### src/rtl/interboard_pkg.sv
// Shared definitions for the inter-board move protocol (used by transmitter and receiver).
// Contents: message type codes, frame geometry, frame field layout, receiver FSM states.
package interboard_pkg;

   localparam int unsigned CHUNKS  = 4;
   localparam int unsigned CHUNK_W = 6;
   localparam int unsigned FRAME_W = CHUNKS * CHUNK_W;

   // Message types, game_top numbering
   localparam logic [3:0] TABLE_TAKE  = 4'd0;
   localparam logic [3:0] DECK_DRAW   = 4'd6;
   localparam logic [3:0] STATE_TURN  = 4'd7;
   localparam logic [3:0] STATE_CHEAT = 4'd8;
   localparam logic [3:0] MSG_MAX     = STATE_CHEAT;

   // Field offsets / widths inside the 24-bit frame
   localparam int unsigned MSG_LSB  = 20;
   localparam int unsigned MSG_W    = 4;
   localparam int unsigned X_LSB    = 15;
   localparam int unsigned X_W      = 5;
   localparam int unsigned Y_LSB    = 12;
   localparam int unsigned Y_W      = 3;
   localparam int unsigned CARD_LSB = 6;
   localparam int unsigned CARD_W   = 6;
   localparam int unsigned LEN_LSB  = 3;
   localparam int unsigned LEN_W    = 3;
   localparam int unsigned DIR_BIT  = 2;
   localparam int unsigned RES_W    = 2;

   // Packed view of a frame; chunk0 lands in the MSBs
   typedef struct packed {
      logic [MSG_W-1:0]  msg_type;
      logic [X_W-1:0]    block_x;
      logic [Y_W-1:0]    block_y;
      logic [CARD_W-1:0] card;
      logic [LEN_W-1:0]  sel_len;
      logic              move_dir;
      logic [RES_W-1:0]  reserved;
   } frame_t;

   typedef enum logic [1:0] {
      StWaitReq,
      StWaitRel,
      StCheck
   } rx_state_e;

endpackage

### src/rtl/interboard_rx_decoder_if.sv
// Inter-board chunk handshake bundle.
//  interboard_req : peer request (asynchronous to the receiver clock)
//  interboard_dat : chunk data, stable while req is high
//  interboard_ack : receiver acknowledge
// master = peer/transmitter side, slave = receiver side.
interface interboard_rx_decoder_if;
   import interboard_pkg::*;

   logic               interboard_req;
   logic [CHUNK_W-1:0] interboard_dat;
   logic               interboard_ack;

   modport master (
      output interboard_req,
      output interboard_dat,
      input  interboard_ack
   );

   modport slave (
      input  interboard_req,
      input  interboard_dat,
      output interboard_ack
   );

endinterface

### src/rtl/sync_2ff.sv
// Two-flop synchroniser for a single asynchronous bit.
//  clk   : destination clock
//  rst   : asynchronous active-high reset, clears both flops
//  d_i   : asynchronous input
//  q_o   : synchronised output
module sync_2ff (
   input  logic clk,
   input  logic rst,
   input  logic d_i,
   output logic q_o
);

   logic meta_q;
   logic sync_q;

   always_ff @(posedge clk or posedge rst) begin
      if (rst) begin
         meta_q <= 1'b0;
         sync_q <= 1'b0;
      end else begin
         meta_q <= d_i;
         sync_q <= meta_q;
      end
   end

   assign q_o = sync_q;

endmodule

### src/rtl/interboard_rx_decoder.sv
// Receiver of the inter-board move protocol. Collects four 6-bit chunks over a 4-phase
// req/ack handshake, validates the 24-bit frame and presents the decoded move.
//  clk, rst        : system clock, asynchronous active-high reset
//  bus (slave)     : interboard_req / interboard_dat in, interboard_ack out
//  rx_en           : one-cycle strobe, valid frame decoded (rx_* fields updated)
//  rx_err          : one-cycle strobe, frame dropped (invalid or timed out)
//  rx_msg_type .. rx_move_dir : decoded fields, held until the next valid frame
module interboard_rx_decoder
   import interboard_pkg::*;
#(
   parameter int unsigned TIMEOUT  = 1_000_000,
   parameter int unsigned MAX_CARD = 53,
   parameter int unsigned MAX_COL  = 17
) (
   input  logic                   clk,
   input  logic                   rst,
   interboard_rx_decoder_if.slave bus,
   output logic                   rx_en,
   output logic [MSG_W-1:0]       rx_msg_type,
   output logic [X_W-1:0]         rx_block_x,
   output logic [Y_W-1:0]         rx_block_y,
   output logic [CARD_W-1:0]      rx_card,
   output logic [LEN_W-1:0]       rx_sel_len,
   output logic                   rx_move_dir,
   output logic                   rx_err
);

   localparam int unsigned TimerW = $clog2(TIMEOUT + 1);
   localparam logic [1:0]  LastChunk = 2'(CHUNKS - 1);

   // ---------------------------------------------------------------- req synchroniser
   logic req_sync;
   logic req_prev_q;
   logic req_s_q;
   logic req_s;

   sync_2ff u_sync_req (
      .clk (clk),
      .rst (rst),
      .d_i (bus.interboard_req),
      .q_o (req_sync)
   );

   // req_s only follows the synchroniser once two consecutive samples agree, so a req pulse
   // seen for a single cycle never reaches the FSM.
   always_comb begin
      req_s = req_s_q;
      if (req_sync == req_prev_q) begin
         req_s = req_sync;
      end
   end

   always_ff @(posedge clk or posedge rst) begin
      if (rst) begin
         req_prev_q <= 1'b0;
         req_s_q    <= 1'b0;
      end else begin
         req_prev_q <= req_sync;
         req_s_q    <= req_s;
      end
   end

   // ---------------------------------------------------------------- FSM + datapath
   rx_state_e          state_q, state_d;
   logic [1:0]         chunk_cnt_q, chunk_cnt_d;
   logic [FRAME_W-1:0] sh_q, sh_d;
   logic               ack_q, ack_d;
   logic [TimerW-1:0]  timer_q, timer_d;
   logic               counting;
   logic               timeout;

   assign counting = (chunk_cnt_q != 2'd0) || (state_q == StWaitRel);
   assign timeout  = counting && (timer_q == TimerW'(TIMEOUT - 1));

   // State register
   always_ff @(posedge clk or posedge rst) begin
      if (rst) begin
         state_q <= StWaitReq;
      end else begin
         state_q <= state_d;
      end
   end

   // Next-state logic, including handshake datapath and timer
   always_comb begin
      state_d     = state_q;
      chunk_cnt_d = chunk_cnt_q;
      sh_d        = sh_q;
      ack_d       = ack_q;
      if (timeout) begin
         state_d     = StWaitReq;
         ack_d       = 1'b0;
         chunk_cnt_d = 2'd0;
      end else begin
         unique case (state_q)
            StWaitReq: begin
               if (req_s) begin
                  sh_d    = {sh_q[FRAME_W-CHUNK_W-1:0], bus.interboard_dat};
                  ack_d   = 1'b1;
                  state_d = StWaitRel;
               end
            end
            StWaitRel: begin
               if (!req_s) begin
                  ack_d = 1'b0;
                  if (chunk_cnt_q == LastChunk) begin
                     state_d = StCheck;
                  end else begin
                     chunk_cnt_d = chunk_cnt_q + 2'd1;
                     state_d     = StWaitReq;
                  end
               end
            end
            StCheck: begin
               chunk_cnt_d = 2'd0;
               state_d     = StWaitReq;
            end
            default: begin
               state_d = StWaitReq;
            end
         endcase
      end
      // Any transition (and the timeout itself) restarts the progress timer
      if (timeout || (state_d != state_q) || !counting) begin
         timer_d = '0;
      end else begin
         timer_d = timer_q + 1'b1;
      end
   end

   always_ff @(posedge clk or posedge rst) begin
      if (rst) begin
         chunk_cnt_q <= 2'd0;
         sh_q        <= '0;
         ack_q       <= 1'b0;
         timer_q     <= '0;
      end else begin
         chunk_cnt_q <= chunk_cnt_d;
         sh_q        <= sh_d;
         ack_q       <= ack_d;
         timer_q     <= timer_d;
      end
   end

   assign bus.interboard_ack = ack_q;

   // ---------------------------------------------------------------- output logic
   frame_t frame;
   logic   frame_ok;
   logic   load_fields;
   logic   err_d;

   always_comb begin
      frame       = frame_t'(sh_q);
      frame_ok    = (frame.msg_type <= MSG_MAX)
                 && (32'(frame.block_x) <= MAX_COL)
                 && (32'(frame.card) <= MAX_CARD)
                 && (frame.reserved == '0);
      load_fields = (state_q == StCheck) && frame_ok && !timeout;
      err_d       = timeout || ((state_q == StCheck) && !frame_ok);
   end

   logic              rx_en_q;
   logic              rx_err_q;
   logic [MSG_W-1:0]  rx_msg_type_q;
   logic [X_W-1:0]    rx_block_x_q;
   logic [Y_W-1:0]    rx_block_y_q;
   logic [CARD_W-1:0] rx_card_q;
   logic [LEN_W-1:0]  rx_sel_len_q;
   logic              rx_move_dir_q;

   always_ff @(posedge clk or posedge rst) begin
      if (rst) begin
         rx_en_q       <= 1'b0;
         rx_err_q      <= 1'b0;
         rx_msg_type_q <= '0;
         rx_block_x_q  <= '0;
         rx_block_y_q  <= '0;
         rx_card_q     <= '0;
         rx_sel_len_q  <= '0;
         rx_move_dir_q <= 1'b0;
      end else begin
         rx_en_q  <= load_fields;
         rx_err_q <= err_d;
         if (load_fields) begin
            rx_msg_type_q <= frame.msg_type;
            rx_block_x_q  <= frame.block_x;
            rx_block_y_q  <= frame.block_y;
            rx_card_q     <= frame.card;
            rx_sel_len_q  <= frame.sel_len;
            rx_move_dir_q <= frame.move_dir;
         end
      end
   end

   assign rx_en       = rx_en_q;
   assign rx_err      = rx_err_q;
   assign rx_msg_type = rx_msg_type_q;
   assign rx_block_x  = rx_block_x_q;
   assign rx_block_y  = rx_block_y_q;
   assign rx_card     = rx_card_q;
   assign rx_sel_len  = rx_sel_len_q;
   assign rx_move_dir = rx_move_dir_q;

endmodule

### src/flat_wrapper.sv
// flat-port wrapper written by rule: the top's interface ports become plain ports
module interboard_rx_decoder_flat import interboard_pkg::*;
#(
   parameter int unsigned TIMEOUT  = 1_000_000,
   parameter int unsigned MAX_CARD = 53,
   parameter int unsigned MAX_COL  = 17
)
  (clk, rst, rx_en, rx_msg_type, rx_block_x, rx_block_y, rx_card, rx_sel_len, rx_move_dir, rx_err, bus_interboard_req, bus_interboard_dat, bus_interboard_ack);
  interboard_rx_decoder_if bus_i ();
  input  logic clk;
  input  logic rst;
  output logic rx_en;
  output logic [MSG_W-1:0] rx_msg_type;
  output logic [X_W-1:0] rx_block_x;
  output logic [Y_W-1:0] rx_block_y;
  output logic [CARD_W-1:0] rx_card;
  output logic [LEN_W-1:0] rx_sel_len;
  output logic rx_move_dir;
  output logic rx_err;
  input wire logic [$bits(bus_i.interboard_req)-1:0] bus_interboard_req;
  input wire logic [$bits(bus_i.interboard_dat)-1:0] bus_interboard_dat;
  output wire logic [$bits(bus_i.interboard_ack)-1:0] bus_interboard_ack;
  assign bus_i.interboard_req = bus_interboard_req;
  assign bus_i.interboard_dat = bus_interboard_dat;
  assign bus_interboard_ack = bus_i.interboard_ack;
  interboard_rx_decoder #(.TIMEOUT(TIMEOUT), .MAX_CARD(MAX_CARD), .MAX_COL(MAX_COL)) u_core (.clk(clk), .rst(rst), .bus(bus_i), .rx_en(rx_en), .rx_msg_type(rx_msg_type), .rx_block_x(rx_block_x), .rx_block_y(rx_block_y), .rx_card(rx_card), .rx_sel_len(rx_sel_len), .rx_move_dir(rx_move_dir), .rx_err(rx_err));
endmodule
### config.mk
export PLATFORM = sky130hd
export DESIGN_NAME = interboard_rx_decoder_flat
export DESIGN_NICKNAME = d
export VERILOG_FILES = /design/src/rtl/interboard_pkg.sv /design/src/rtl/interboard_rx_decoder_if.sv /design/src/rtl/sync_2ff.sv /design/src/rtl/interboard_rx_decoder.sv /design/src/flat_wrapper.sv
export SDC_FILE = /design/constraint.sdc
export NUM_CORES = 1
export LEC_CHECK = 0
export CORE_MARGIN = 1
export CORE_UTILIZATION = 55
export CTS_CLUSTER_SIZE = 12
export DETAILED_ROUTE_END_ITERATION = 12
export PLACE_DENSITY = 0.75
export SYNTH_ARGS = -nofsm -noshare
export SYNTH_HDL_FRONTEND = slang
export SYNTH_HIERARCHICAL = 1
export SYNTH_SLANG_ARGS = --single-unit
export TNS_END_PERCENT = 30
### constraint.sdc
create_clock -name clk -period 5.75 [get_ports clk]
set_clock_uncertainty 0.1 [all_clocks]
set_input_delay 0.575 -clock clk [delete_from_list [all_inputs] [get_ports clk]]
set_output_delay 0.575 -clock clk [all_outputs]
set_load 0.005 [all_outputs]
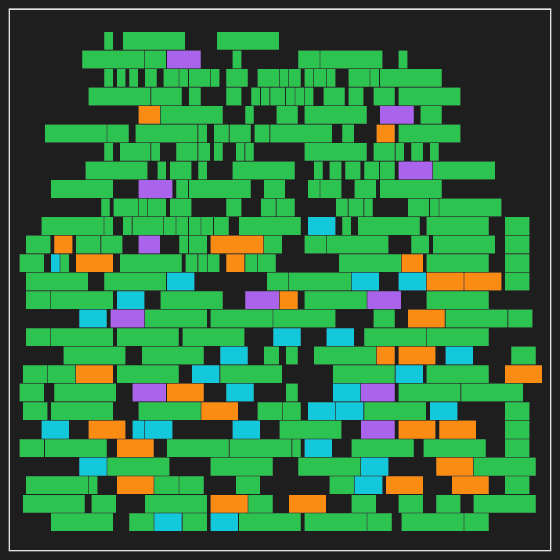
(images/sizing.png)
[green] x1 and smaller | cells: 221 | share: 77%
[cyan] x2 | cells: 28 | share: 9.8%
[purple] x6 and larger | cells: 11 | share: 3.8%
[orange] x3 and x4 | cells: 27 | share: 9.4%
Non-Clock Buffer Count: 36
Layout area overhead: 16.1%
post-route design area: 3820 um^2
Setup WS post-layout: 3.28 ns

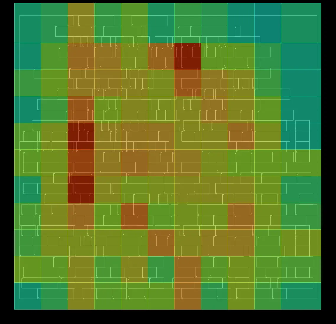
(images/congestion_map.png)
busiest layer in global routing: met1
met2 usage: 28.3%
routing usage on met3: 4.14%
M1 GR Usage: 29.8%
routed len/inst: 14.9 um

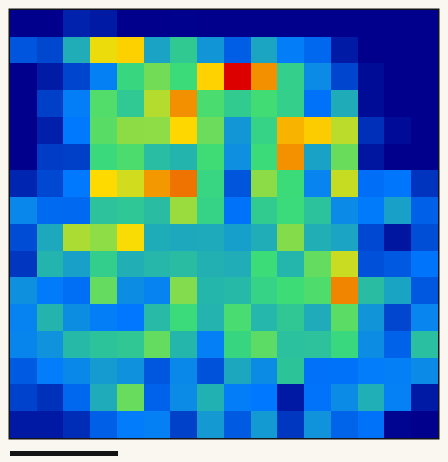
(images/route_heat.png)
Bar = 20 um. 16 x 16 tiles, from dark blue (low) to red (high), scaled to the fullest tile. Values are wire area over tile area, all layers added.
mean over tiles: 0.13
fullest tile: 0.41
tiles over half the peak: 18%
emptiest ninth of the die: top right
nearly empty tiles: 12%
Total Routing Usage GR: 20.2%
Via Count: 1911
drt total wl: 5360 um

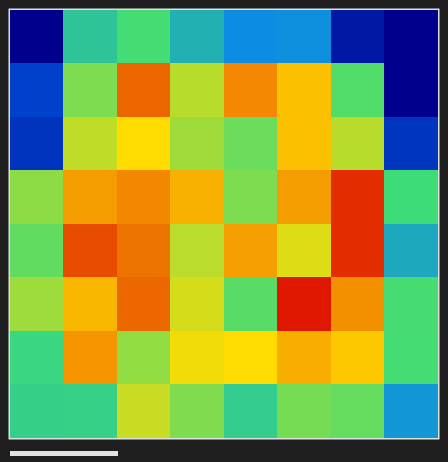
(images/util_map.png)
Bar = 20 um. 8 x 8 tiles, from dark blue (low) to red (high), 0 to 100% covered.
nearly empty tiles: 4.7%
fullest tile: 98%
emptiest ninth of the die: top right
tiles over 75% full: 34%
mean over tiles: 59%
core area: 5640 um^2
FP Util: 58.3%
Util after Layout: 67.7%

==> impl_metrics.tcl <==
# metrics dict for downstream scripts
set metrics [dict create \
    fin_nets 294 \
    ys_area_um2 3290 \
    layout_top_cell "dfrtp_1" \
    ys_sh_mux_pct 18.2 \
    dp_hpwl_um 3550 \
    end_kind "flop" \
    path_delay_family "simple AND/OR/NAND/NOR gates" \
    dieWidth_um 79.3 \
    final-comb-area_um2 1230 \
    syn_inst 245 \
    cts_buffers 9 \
    preCtsSetupSlack_ns 3.27 \
    drive_gt1_share_pct 23.0 \
    drtIter0Drc 102 \
    status "finished clean" \
    root_buffer "clkbuf_8" \
    ys_sh_adder_pct 1.14 \
    cellLeakagePower_nw 1.74 \
    grt_max_degree 76 \
    rows 27 \
    cts-htree-levels 3 \
    clock_path_buffers 2 \
    simple_gate_share_pct 10.7 \
    ir_worst_vdd_v 0.000273 \
    start_kind "flop" \
    path_buffers 1 \
    crit_fanout 23 \
    ys_seq_share_pct 58.6 \
    cts_hold_buf 0 \
    cts_resized 0 \
    grt_pass1_wl_um 9530 \
    path_class "reg -> reg" \
    cp.arrival_ns 2.60 \
    common_cells "77 x dfrtp_1, 29 x nor2_1, 26 x mux2_2" \
    worstSetupStartpoint "u_core/timer_q[0]" \
    io_pins 34 \
    ys_cells 245 \
    vias_per_cell 5.32 \
    rsz0062_at_grt "no" \
    ant_nets 0 \
    yosys.cell_count.top_type "dfrtp_1" \
    final-seq-area_um2 1930 \
    setup_viol 0 \
    io_buffers 33 \
    power_density_nw_per_um2 422 \
    yosysUniqueCellTypes 37 \
    crit_path_cell_trace "ha_1 -> nand3_1 -> nor2_1 -> and4_1 -> or3b_1 -> buf_4 -> mux2_2" \
]
## metal layers
metal | track usage (%) | wire [um] | up-vias
li1 | - | - | 921
met1 | 29.8 | 2820 | 951
met2 | 28.3 | 2310 | 31
met3 | 4.14 | 143 | 8
met4 | 10.0 | 94 | 0
met5 | 0 | 0 | -
## through the flow
stage                     power, mW  cell area (um^2)  hold slack (ns)
after floorplan                1.06              3290            0.216
after global placement         1.24              3640            0.235
after detailed placement       1.26              3640            0.250
after CTS                      1.63              3820            0.269
after global routing           1.72              3820            0.270
final                          1.61              3820            0.265
## cell families after synthesis
logic type	Yosys count
buffers and inverters	19
flip-flops	77
AND/OR/NAND/NOR	68
XOR/XNOR	19
adder cells (fa/ha/maj)	3
multiplexers	47
AND-OR/OR-AND	12
## cell type report
type | instances | area share [%]
flip-flops and latches | 77 | 50.4
multi-input cells | 149 | 32.3
repair buffers | 36 | 9.24
clock buffers | 10 | 3.60
well taps | 72 | 2.36
clock inverters | 6 | 1.21
inverters | 9 | 0.884
## path summary, 6_finish.rpt
check                                           end  slack, ns  depth (start not counted)
setup reg to reg               u_core/rx_block_y[2]       3.28                          7
hold reg to reg               u_core/u_sync_req/q_o       0.27                          0
hold / removal                u_core/u_sync_req/q_o       0.27                          0
min in group asynchronous  u_core/u_sync_req/meta_q       0.32                          2
setup / recovery               u_core/rx_block_y[2]       3.28                          7
max in group asynchronous           u_core/frame[4]       4.20                          3
## power breakdown
| part | total [mW] | switching [mW] | internal [mW] |
|---|---|---|---|
| Combinational | 0.418 | 0.136 | 0.282 |
| Sequential | 0.825 | 0.126 | 0.699 |
| Clock | 0.370 | 0.199 | 0.170 |
No activity file was given, so power comes from the tool's default toggle rates.
